Figure 1. Cell sizes after repair (run 1).
The bar under the picture is 10 um long.
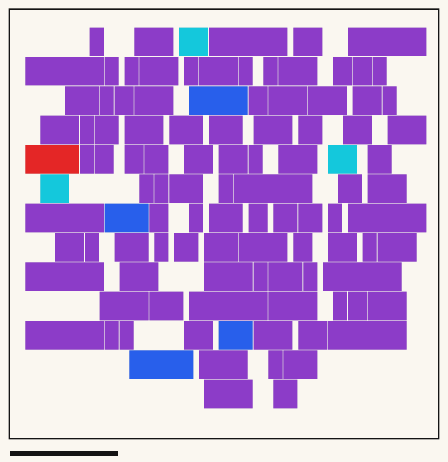
Figure 2. M2 wires (run 1).
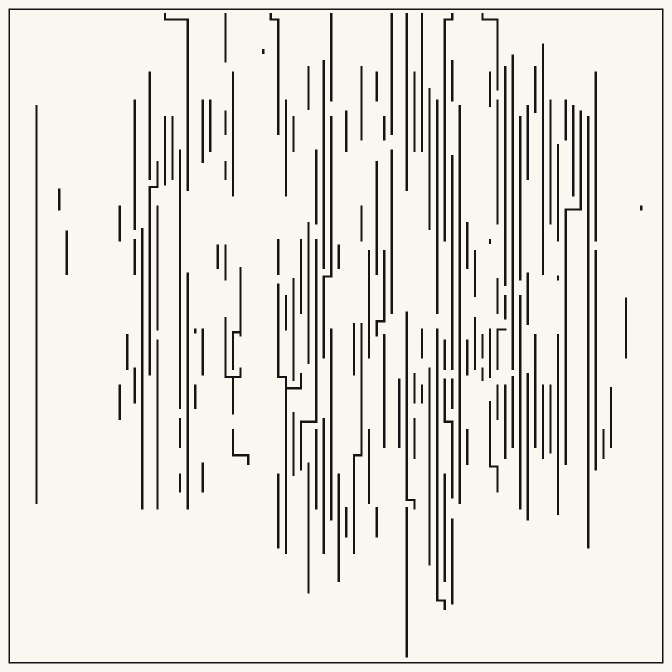
Figure 3. Supply network (run 1).
Pins as bars on the die edge. Tap cells in gray.
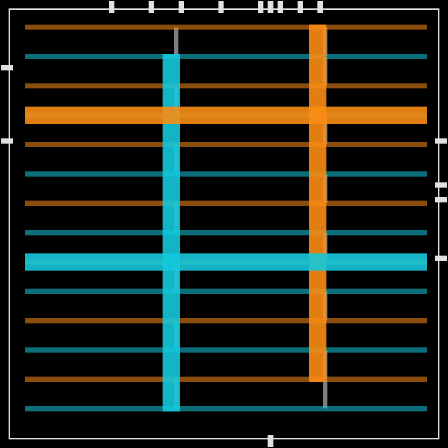
Figure 4. Clock routing (run 1).
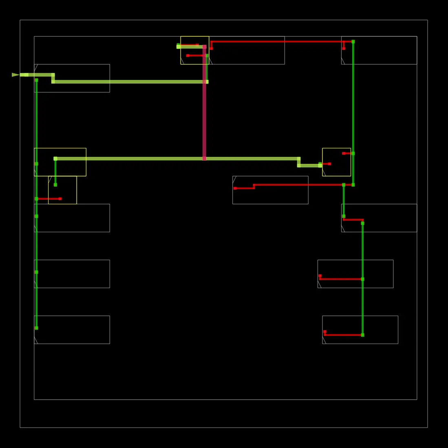
<file path="src/rtl/gray_counter_if.sv">
// Handshake bundle between the Gray-code generator and its consumer.
//   en, up, load, load_bin : control from the requester to the counter
//   gray_out, out_valid    : presented Gray code and its valid flag
//   out_ready              : consumer can take gray_out this cycle
//   tc                     : one-cycle pulse after a terminal code is taken
// master = counter side, slave = requester/consumer side.
interface gray_counter_if #(
  parameter int WIDTH = 4
);
  logic             en;
  logic             up;
  logic             load;
  logic [WIDTH-1:0] load_bin;
  logic [WIDTH-1:0] gray_out;
  logic             out_valid;
  logic             out_ready;
  logic             tc;

  modport master (
    input  en, up, load, load_bin, out_ready,
    output gray_out, out_valid, tc
  );

  modport slave (
    output en, up, load, load_bin, out_ready,
    input  gray_out, out_valid, tc
  );
endinterface

</file>
<file path="src/rtl/gray_counter.sv">
// Registered Gray-code sequence generator with a valid/ready output.
// Steps a binary count up or down, emits its Gray encoding, supports a
// parallel binary load, and either wraps or saturates at the range ends.
//   clk : rising-edge clock
//   rst : synchronous active-high reset
//   bus : gray_counter_if master (control in, gray_out/out_valid/tc out)
// Parameters: WIDTH (2..16) code width, WRAP (1 = wrap, 0 = saturate).
module gray_counter #(
  parameter int WIDTH = 4,
  parameter bit WRAP  = 1'b1
) (
  input  logic          clk,
  input  logic          rst,
  gray_counter_if.master bus
);

  typedef enum logic [1:0] {
    IDLE    = 2'd0,
    PRESENT = 2'd1,
    SAT     = 2'd2
  } state_t;

  state_t           state, state_n;
  logic [WIDTH-1:0] cnt, cnt_n;
  logic [WIDTH-1:0] gray_q, gray_n;
  logic             tc_q, tc_n;

  logic             accept;
  logic             terminal;
  logic [WIDTH-1:0] step_val;

  function automatic logic [WIDTH-1:0] to_gray(input logic [WIDTH-1:0] b);
    return b ^ (b >> 1);
  endfunction

  // In PRESENT, cnt is the code on the bus; terminal depends on the
  // direction sampled at the moment of acceptance.
  assign accept   = (state == PRESENT) && bus.out_ready;
  assign terminal = bus.up ? (cnt == '1) : (cnt == '0);
  assign step_val = bus.up ? (cnt + 1'b1) : (cnt - 1'b1);

  // NOTE: every variable driven here gets a default first, so no path
  // leaves it unassigned and no latch is inferred.
  always_comb begin
    state_n = state;
    cnt_n   = cnt;
    gray_n  = gray_q;
    tc_n    = 1'b0;

    unique case (state)
      IDLE, SAT: begin
        // SAT ignores en/up; only a load (or reset) leaves it.
        if (bus.load) begin
          cnt_n   = bus.load_bin;
          gray_n  = to_gray(bus.load_bin);
          state_n = PRESENT;
        end else if (bus.en && (state == IDLE)) begin
          gray_n  = to_gray(cnt);
          state_n = PRESENT;
        end
      end

      PRESENT: begin
        // Without acceptance everything is frozen and load is dropped.
        if (accept) begin
          tc_n = terminal;
          if (terminal && (WRAP == 1'b0)) begin
            state_n = SAT;
          end else if (bus.load) begin
            cnt_n  = bus.load_bin;
            gray_n = to_gray(bus.load_bin);
          end else if (bus.en) begin
            cnt_n  = step_val;
            gray_n = to_gray(step_val);
          end else begin
            // Advance so that IDLE holds the next value to emit.
            cnt_n   = step_val;
            state_n = IDLE;
          end
        end
      end

      default: state_n = IDLE;
    endcase
  end

  // NOTE: state registers use non-blocking assignments so every flop
  // samples the pre-edge values; reset is synchronous, tested in the block.
  always_ff @(posedge clk) begin
    if (rst) begin
      state  <= IDLE;
      cnt    <= '0;
      gray_q <= '0;
      tc_q   <= 1'b0;
    end else begin
      state  <= state_n;
      cnt    <= cnt_n;
      gray_q <= gray_n;
      tc_q   <= tc_n;
    end
  end

  assign bus.gray_out  = gray_q;
  assign bus.out_valid = (state == PRESENT);
  assign bus.tc        = tc_q;

endmodule
</file>
<file path="src/flat_wrapper.sv">
// flat-port wrapper written by rule: the top's interface ports become plain ports
module gray_counter_flat 
#(
  parameter int WIDTH = 4,
  parameter bit WRAP  = 1'b1
)
  (clk, rst, bus_en, bus_up, bus_load, bus_load_bin, bus_out_ready, bus_gray_out, bus_out_valid, bus_tc);
  gray_counter_if #(.WIDTH(WIDTH)) bus_i ();
  input  logic clk;
  input  logic rst;
  input wire logic [$bits(bus_i.en)-1:0] bus_en;
  input wire logic [$bits(bus_i.up)-1:0] bus_up;
  input wire logic [$bits(bus_i.load)-1:0] bus_load;
  input wire logic [$bits(bus_i.load_bin)-1:0] bus_load_bin;
  input wire logic [$bits(bus_i.out_ready)-1:0] bus_out_ready;
  output wire logic [$bits(bus_i.gray_out)-1:0] bus_gray_out;
  output wire logic [$bits(bus_i.out_valid)-1:0] bus_out_valid;
  output wire logic [$bits(bus_i.tc)-1:0] bus_tc;
  assign bus_i.en = bus_en;
  assign bus_i.up = bus_up;
  assign bus_i.load = bus_load;
  assign bus_i.load_bin = bus_load_bin;
  assign bus_i.out_ready = bus_out_ready;
  assign bus_gray_out = bus_i.gray_out;
  assign bus_out_valid = bus_i.out_valid;
  assign bus_tc = bus_i.tc;
  gray_counter #(.WIDTH(WIDTH), .WRAP(WRAP)) u_core (.clk(clk), .rst(rst), .bus(bus_i));
endmodule
</file>
<file path="config.mk">
export PLATFORM = sky130hd
export DESIGN_NAME = gray_counter_flat
export DESIGN_NICKNAME = d
export VERILOG_FILES = /design/src/rtl/gray_counter_if.sv /design/src/rtl/gray_counter.sv /design/src/flat_wrapper.sv
export SDC_FILE = /design/constraint.sdc
export NUM_CORES = 1
export LEC_CHECK = 0
export ABC_AREA = 0
export CAP_MARGIN = 15
export CORE_UTILIZATION = 52
export DETAILED_ROUTE_END_ITERATION = 8
export PLACE_DENSITY = 0.83
export SETUP_SLACK_MARGIN = 0.05
export SLEW_MARGIN = 20
export SYNTH_ARGS = -nofsm -noshare
export SYNTH_HDL_FRONTEND = slang
export SYNTH_SLANG_ARGS = --single-unit
</file>
<file path="constraint.sdc">
create_clock -name clk -period 4.6 [get_ports clk]
set_clock_uncertainty 0.2 [all_clocks]
set_input_delay 0.92 -clock clk [delete_from_list [all_inputs] [get_ports clk]]
set_output_delay 0.92 -clock clk [all_outputs]
set_load 0.02 [all_outputs]
</file>
==> writeup.txt, run 1 <==
In the final layout, flip-flops and latches occupy 200.2 um^2. The most common cell after layout, fill and taps aside is clkdlybuf4s50_1. In the global route stage, overall resource usage came out at 24.21%.

The tools report the TritonCTS sink count as 10. The max-slew check reports its worst relative slack as 66.26%. Summing internal, switching and leakage power gives 0.2893 mW. Of all power groups, the one with the highest power is registers. The top cell type by area accounts for 27.12% of the synthesized area. The detailed-route wire length on metal 1 is 754 um, and the share of cells above drive strength 1 is 7.547%.

At the worst endpoint, the arrival time is 2.79 ns. Share of flip-flops with an asynchronous set or reset after synthesis: 0%. Traced cell by cell, the critical path runs through clkdlybuf4s50_1 > inv_1 > fa_1 > xor2_2 > xor2_1 > xnor2_1 > a21oi_1 > nor3_1. The flow ran to the end, and the final reports show no timing, DRC or antenna violations. The synth_stat.txt file lists the number of cells as 90.

The detail-routed net length per standard cell is 14.37 um, and the number of tap instances is 15. For this run, the number of standard cells in the final layout without fillers is 121. Detailed placement finished with a half-perimeter wire length of 1.312 mm. Non-clock buffers make up 16.13% of the layout cell area. STA classifies the critical path startpoint as a primary input. The switching share of total power was 33.30%; the number of setup violations in the final report was 0. The synthesized area divided by synthesized cell count was 8.202 um^2.

Post-placement cell count: 117. The clock network is responsible for 28.5% of the overall power. The layout has 15 buffers outside the clock class. Switching power: 0.09632 mW.
Notes on Figure 1 above:
Key: x2 = blue [cells 4]; x6 and larger = red [cells 1]; x3 and x4 = cyan [cells 3]; x1 and smaller = purple [cells 98]

Notes on Figure 2 above:
The layer holds 51% of the routed length. The layer carries 894 um of wire. The wires run mostly vertical.

Notes on Figure 3 above:
Key: VDD = orange; VSS = cyan
16 signal pins sit on the boundary. 14 met1 rails follow the rows. 15 tap cells.

Notes on Figure 4 above:
clock latency at the later pin of the worst-skew pair: 0.28 ns
Clock Buffer Count: 4
Power Clock: 0.0825 mW

Figure 5. Clock network drawn from the DEF (run 1).
The bar under the picture is 10 um long.
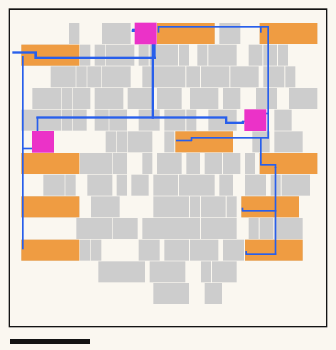

==> inputs of run 2 (changes only) <==
- CORE_UTILIZATION: 52 -> 44
- PLACE_DENSITY: 0.83 -> 0.75
- clock period: 4.6 -> 2.44 ns (I/O delays scaled with it)
Figure 6. Clock network drawn from the DEF (run 2).
The bar under the picture is 10 um long.
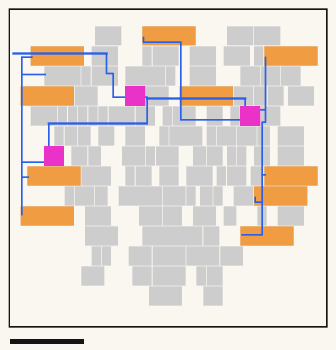
Key: clock-net drivers = magenta [count 3]; flip-flops = orange [count 10]; clock wires = blue [length 147 um]
There are 4 routed clock nets.

==> run 2 against run 1 <==
Final cell count up 6.6%. Sequential share of layout area down 1.2 points. Non-clock buffer count up 7. Power up 92%. Synthesized cell count unchanged. Routed wire length down 4.2%. Worst hold slack worse by 0.014 ns. Critical path type unchanged. Critical endpoint is now u_core.bus.gray_out[0].
==> writeup.txt, run 2 <==
The run finished with clean final reports. Per the final report, the share of cell area in clock cells is 3.676%. The count of flip-flops with a built-in enable after synthesis is 0. During tapcell insertion the tool placed 16 well taps.

Total of clock buffers placed in the layout: 4. For reference, the clock transition at the flip-flops on the worst setup and hold paths is 0.06 ns. The transition time recorded at the tightest slew-check pin is 0.4220 ns. The worst min-delay path class is register to register.

The number of maximum-capacitance violations recorded for the run is 0. According to the floorplan report, the total die area is 1846 um^2. The tools report the total routed wirelength as 1.666 mm. The run gives 32.33% for the switching share of total power. The logs give 27.3% for the clock share of power and 10 for the TritonCTS sink count. A synthesized cell averages 8.202 um^2. The logs give 90 for the synthesized netlist cell count and 0.46 ns for the slack of the worst reg-to-reg path. Detailed placement ended at an HPWL of 1.324 mm.

With the horizontal die dimension at 42.96 um, the clock latency at the later pin of the worst-skew pair is 0.27 ns. The share of cells above drive strength 1 is 14.16%. After the flow finishes, the layout carries non-filler instances totaling 129. Counting the inverters off the clock network in the layout gives 7. Per STA, the startpoint of the critical path is bus_up. The tools report the yosys cell count as 90. At the end of the flow the core is filled with cells to 64.04%. According to the timing report, the data required time at the worst endpoint equals 2.44 ns. Among all stages on the critical path, the maximum delay recorded is 0.63 ns. Detailed placement reports a standard cell area of 948.4 um^2. The group that draws the most power in this run is combinational cells. In the final layout, excluding clock buffers the buffer count is 22.

In the final report, the number of endpoints failing setup comes to 0. For this sky-water flow run, the detailed-routed wirelength per cell is reported as 12.91 um. Overall power after layout: 0.5543 mW. The number of global-route vias before repair was 749; the area share of buffers outside the clock network was 20.53%. Per the synthesis report, the single largest cell type by area occupies 27.12% of cell area. The critical path launch point type was a primary input. The tools report the worst hold path endpoint as u_core.bus.gray_out[0].

Headroom to the max-slew limit came out at 71.78%. Counting tap cells, the placed design contains a total of 125 instances. The top cell type in the final layout, fill and taps aside, is clkdlybuf4s50_1. In this run, the synthesized area fraction spent on and/or/nand/nor cells is recorded as 16.95%.

The share of flip-flops with an asynchronous set or reset after synthesis was 0%. In this run, power in the clock network comes to 0.151 mW. Per STA, the worst path is made up of clkdlybuf4s50_1 > inv_1 > fa_2 > xnor2_1 > mux2i_1 > o21ai_0 > mux2i_1 > nor2_1.

For this design the total switching power over the nets is 0.1792 mW. According to the timing report, the arrival time at the worst endpoint equals 2.27 ns. The area taken by flip-flops and latches came out at 200.2 um^2.
Power and IR drop assume default switching activity.
